--- src/rtl/code_loader.sv ---
// ---------------------------------------------------------------------------
// code_loader
//
// Purpose:
//   Assembles 17-bit instruction words from a byte stream and writes them
//   into code memory at consecutive word addresses 0 .. WORDS-1. Three bytes
//   make up one word: byte 0 -> word[7:0], byte 1 -> word[15:8], and bit 0
//   of byte 2 -> word[16]. Bits [7:1] of byte 2 are reserved. If any of them
//   is set, the sticky error flag is raised, but the word is still written.
//   The CPU is held stalled from the start of a session until a complete
//   image has been loaded.
//
// Optional feature (macro CODE_LOADER_CHECKSUM_EN):
//   When this macro is defined, the loader keeps an 8-bit running sum of all
//   accepted image bytes. After the last word it accepts one checksum byte.
//   A match completes the load. A mismatch ends the session with err set,
//   no done pulse and the CPU still halted. The default build leaves the
//   macro undefined and goes straight from the last write to FIN.
//
// Parameters:
//   WORDS   number of 17-bit words per image (WORDS <= 2**ADDR_W)
//   ADDR_W  code-memory word-address width
//
// Ports:
//   Clock       in   rising-edge clock
//   Reset_n     in   synchronous active-low reset; clears state and outputs
//   start       in   starts a session when sampled high in IDLE
//   abort       in   ends an active session with err set (highest priority)
//   byte_valid  in   byte_data carries a byte
//   byte_data   in   8-bit image byte
//   byte_ready  out  the loader accepts a byte this cycle
//   wr_en       out  code-memory write strobe (one cycle per word)
//   wr_addr     out  code-memory word address
//   wr_data     out  17-bit instruction word
//   cpu_halt    out  CPU stall while the image is incomplete
//   busy        out  a session is active (state is not IDLE)
//   done        out  one-cycle pulse on successful completion
//   err         out  sticky error flag, cleared when a new session starts
// ---------------------------------------------------------------------------
module code_loader #(
    parameter int WORDS  = 32,
    parameter int ADDR_W = 5
) (
    input  logic              Clock,
    input  logic              Reset_n,
    input  logic              start,
    input  logic              abort,
    input  logic              byte_valid,
    input  logic [7:0]        byte_data,
    output logic              byte_ready,
    output logic              wr_en,
    output logic [ADDR_W-1:0] wr_addr,
    output logic [16:0]       wr_data,
    output logic              cpu_halt,
    output logic              busy,
    output logic              done,
    output logic              err
);

    localparam logic [2:0] IDLE  = 3'd0;
    localparam logic [2:0] B0    = 3'd1;
    localparam logic [2:0] B1    = 3'd2;
    localparam logic [2:0] B2    = 3'd3;
    localparam logic [2:0] WRITE = 3'd4;
    localparam logic [2:0] FIN   = 3'd5;
`ifdef CODE_LOADER_CHECKSUM_EN
    localparam logic [2:0] CHK   = 3'd6;
`endif

    localparam logic [ADDR_W-1:0] LAST_ADDR = ADDR_W'(WORDS - 1);

    logic [2:0] state;
    logic [2:0] state_nxt;
    logic       abort_hit;
    logic       take_byte;
    logic       last_word;
    logic       rsvd_set;
`ifdef CODE_LOADER_CHECKSUM_EN
    logic [7:0] sum;
    logic       sum_ok;
`endif

    // An abort in IDLE has no session to end, so it is ignored there.
    assign abort_hit = abort && (state != IDLE);
    assign last_word = (wr_addr == LAST_ADDR);
    assign rsvd_set  = |byte_data[7:1];

    // A byte offered in an abort cycle is not consumed, because abort wins.
    assign take_byte = byte_valid && byte_ready && !abort_hit;

`ifdef CODE_LOADER_CHECKSUM_EN
    assign sum_ok     = (byte_data == sum);
    assign byte_ready = (state == B0) || (state == B1) || (state == B2) ||
                        (state == CHK);
`else
    assign byte_ready = (state == B0) || (state == B1) || (state == B2);
`endif

    // The strobes are gated by abort so an aborted WRITE or FIN cycle
    // produces neither a memory write nor a completion pulse.
    assign wr_en = (state == WRITE) && !abort_hit;
    assign done  = (state == FIN) && !abort_hit;
    assign busy  = (state != IDLE);

    // Next-state selection.
    always_comb begin
        state_nxt = state;
        case (state)
            IDLE: begin
                if (start) state_nxt = B0;
            end
            B0: begin
                if (take_byte) state_nxt = B1;
            end
            B1: begin
                if (take_byte) state_nxt = B2;
            end
            B2: begin
                if (take_byte) state_nxt = WRITE;
            end
            WRITE: begin
                if (last_word) begin
`ifdef CODE_LOADER_CHECKSUM_EN
                    state_nxt = CHK;
`else
                    state_nxt = FIN;
`endif
                end else begin
                    state_nxt = B0;
                end
            end
`ifdef CODE_LOADER_CHECKSUM_EN
            CHK: begin
                if (take_byte) state_nxt = sum_ok ? FIN : IDLE;
            end
`endif
            FIN: begin
                state_nxt = IDLE;
            end
            default: begin
                state_nxt = IDLE;
            end
        endcase
        if (abort_hit) state_nxt = IDLE;
    end

    // State and datapath registers.
    always_ff @(posedge Clock) begin
        if (!Reset_n) begin
            state    <= IDLE;
            wr_addr  <= '0;
            wr_data  <= '0;
            cpu_halt <= 1'b0;
            err      <= 1'b0;
        end else begin
            state <= state_nxt;
            if (abort_hit) begin
                // The image is incomplete, so the CPU stays stalled.
                err      <= 1'b1;
                cpu_halt <= 1'b1;
            end else begin
                case (state)
                    IDLE: begin
                        if (start) begin
                            wr_addr  <= '0;
                            err      <= 1'b0;
                            cpu_halt <= 1'b1;
                        end
                    end
                    B0: begin
                        if (take_byte) wr_data[7:0] <= byte_data;
                    end
                    B1: begin
                        if (take_byte) wr_data[15:8] <= byte_data;
                    end
                    B2: begin
                        if (take_byte) begin
                            wr_data[16] <= byte_data[0];
                            if (rsvd_set) err <= 1'b1;
                        end
                    end
                    WRITE: begin
                        // The address holds at the last word and never wraps.
                        if (last_word) begin
`ifndef CODE_LOADER_CHECKSUM_EN
                            // Release the CPU at the transition into FIN so it
                            // is already low while done is high.
                            cpu_halt <= 1'b0;
`endif
                        end else begin
                            wr_addr <= wr_addr + ADDR_W'(1);
                        end
                    end
`ifdef CODE_LOADER_CHECKSUM_EN
                    CHK: begin
                        if (take_byte) begin
                            if (sum_ok) cpu_halt <= 1'b0;
                            else        err      <= 1'b1;
                        end
                    end
`endif
                    default: begin
                    end
                endcase
            end
        end
    end

`ifdef CODE_LOADER_CHECKSUM_EN
    // Running sum (mod 256) of the image bytes of the current session.
    // The checksum byte itself is not included.
    always_ff @(posedge Clock) begin
        if (!Reset_n) begin
            sum <= '0;
        end else if ((state == IDLE) && start) begin
            sum <= '0;
        end else if (take_byte && (state != CHK)) begin
            sum <= sum + byte_data;
        end
    end
`endif

endmodule

--- config.mk ---
export PLATFORM = sky130hd
export DESIGN_NAME = code_loader
export DESIGN_NICKNAME = d
export VERILOG_FILES = /design/src/rtl/code_loader.sv
export SDC_FILE = /design/constraint.sdc
export NUM_CORES = 1
export LEC_CHECK = 0
export ABC_AREA = 0
export CAP_MARGIN = 40
export CORE_UTILIZATION = 45
export DETAILED_ROUTE_END_ITERATION = 10
export HOLD_SLACK_MARGIN = 0.1
export PLACE_DENSITY = 0.88
export SLEW_MARGIN = 10
export SYNTH_ARGS = -nofsm -noshare
export SYNTH_HDL_FRONTEND = slang
export SYNTH_SLANG_ARGS = --single-unit
--- constraint.sdc ---
create_clock -name Clock -period 3 [get_ports Clock]
set_input_delay 0.6 -clock Clock [delete_from_list [all_inputs] [get_ports Clock]]
set_output_delay 0.6 -clock Clock [all_outputs]
set_load 0.02 [all_outputs]
==> run notes <==
run results: Multiplexer share=2.25%, final max-slew violation count=0, type of the most critical hold path=reg2reg, arrival time of the worst setup path=2.03 ns, outcome=finished, final reports clean, Logic pwr share=19.6%, Placed Instance Area=1690 µm², Flop pwr share=57.4%, number of diodes=0, area of the synthesized netlist per yosys stat=1340 µm², quantity of I/O buffers inserted on ports=40, number of synthesized register bits=27, Yosys top cell by instances=dfxtp_1, final-layout clock buffer total=4, width of the chip=56.5 µm, xor/xnor share=0.655%, area fraction of clock buffers and clock inverters=1.53%, multi-input combinational area share=40.6%, routability cong.=0.781, maximum number of pins on one net before global-route repair=21, Detail Route Antenna Nets=0, number of standard cells reported by yosys=150, wire length on met2=1610 µm, number of nets in the layout=197, register bank with the most flops=wr_data, clock sinks=27, Final Hold Vio Count=0, ordered list of cells on the worst path=clkdlybuf4s50_1 > nand2b_2 > nor2_1 > clkdlybuf4s50_1, Post CTS Setup Buffer Count=0, Die Footprint=3190 µm², clock edge transition at the registers on the reported setup and hold paths=0.14 ns, endpoint required time on the critical path=2.40 ns, biggest area cells=dfxtp_1 40%, nand3_1 7.9%, a21oi_1 7.1%, Commonest flop=dfxtp_1, Internal Power=0.479 mW, number of global-route vias before repair=1221, Reg2Reg Depth=6, met1 usage=26.4%, combined buffer and inverter count along the critical path=2, setup slack after layout=0.368 ns, most prevalent standard cell on the critical path=clkdlybuf4s50_1, minimum clock period=2.63 ns, Pwr per Cell Area=386 nW/µm², Fmax achieved=380 MHz, Initial Util=48.1%, vertical extent of the die=56.5 µm, count of hold buffers inserted by post-cts repair=0, highest net fanout along the worst path=3, # setup viols final=0, utilization of the core after routing=61.8%, clock network power share=23.1%, sequential cell area fraction in the yosys report=40.4%, R2R Path End=wr_addr[1]$_SDFFE_PN0P_, largest cell class by area=multi-input combinational cells, first-pass GRT wire length=5460 µm, number of enable flip-flop cells=0, count of instances resized after the clock tree is built=0, met2 GRT Util=37.3%, signal buffers share of area=23.7%, fraction of area in registers=31.5%, most instantiated logic cell after routing=clkdlybuf4s50_1, Largest Pwr Group=registers, synthesis-to-finish area growth=28.4%, Power, Total=0.663 mW, Final TNS setup=0 ns, final worst path period share=87.7%, portion of synthesized cell area occupied by the leading cell type=40.4%, length of routed wiring on met1=1430 µm, area leader, netlist=dfxtp_1, Sequential Power=0.380 mW, Critical Path Stages=4, max reg flops=17, Net Switching=0.184 mW, drt pass-1 iters=4, transition time at the pin with the least slew margin=0.624 ns, CTS root buffer=clkbuf_4, Core Footprint=2780 µm², number of standard cells in the final layout excluding fillers=212, Global Route met3 Usage=3.46%, # rows=19, number of distinct library cells after synthesis=43, met3 wirelength from detailed routing=143 µm, warnings from Yosys=0, Post-Synth AOI/OAI Area=22.1%, switching share of power=27.8%, Worst Min Path Start=wr_data[0]$_SDFFE_PN0P_, critical path launch point type=input pin
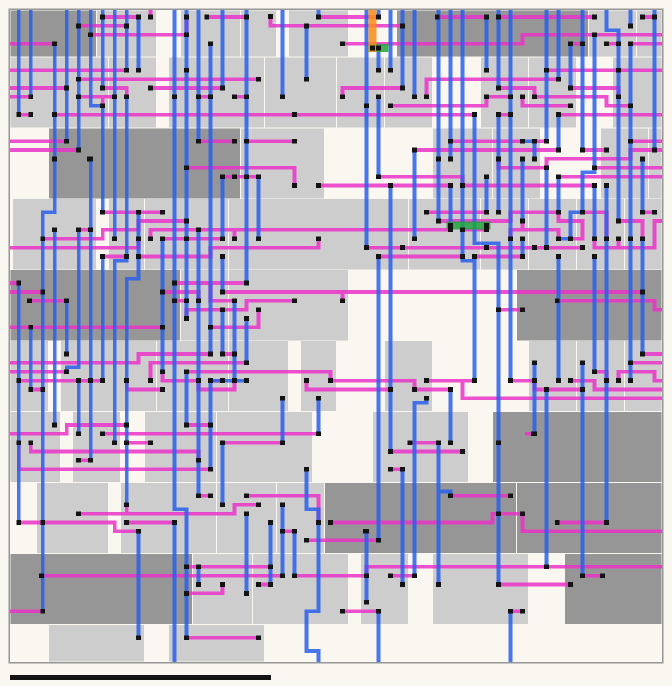
Fig. 1. Layout detail.
The bar under the picture is 10 µm long. Region (16, 4) to (41, 29) µm. Cells in gray, sequential cells in the stronger gray; small squares are vias.
Key: orange = M4; blue = M2; magenta = M1; green = M3
Most frequent: dfxtp_1 (9), a21oi_1 (8). Netlist names of flops here include wr_data (6), state (2). 63 logic cells have their middle in the window. Sequential cells in the window: 9.

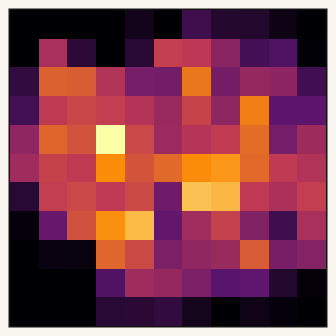
Fig. 2. Wire density map.
The die is cut into 11 by 11 equal tiles; black is low, pale yellow is high, scaled to the fullest tile. Values are wire area over tile area, all layers added.
17% of the tiles are nearly empty. 33% of the tiles are over half the peak. The mean over all tiles is 0.16. The emptiest ninth of the die: south-west. The densest ninth of the die: center.
DR vias: 1230
total global-route track usage: 21.2%
DRT Wirelength: 3210 µm

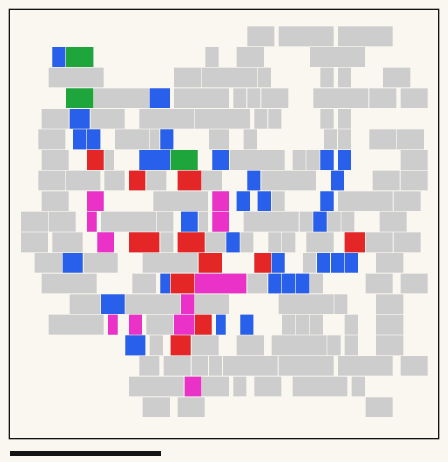
Fig. 3. Logic cells by family.
The bar under the picture is 20 µm long.
Key: red = and/or cells [cells 11, where center]; blue = nand cells [cells 31]; magenta = nor cells [cells 11]; green = mux cells [cells 3]

Power and IR drop assume default switching activity.
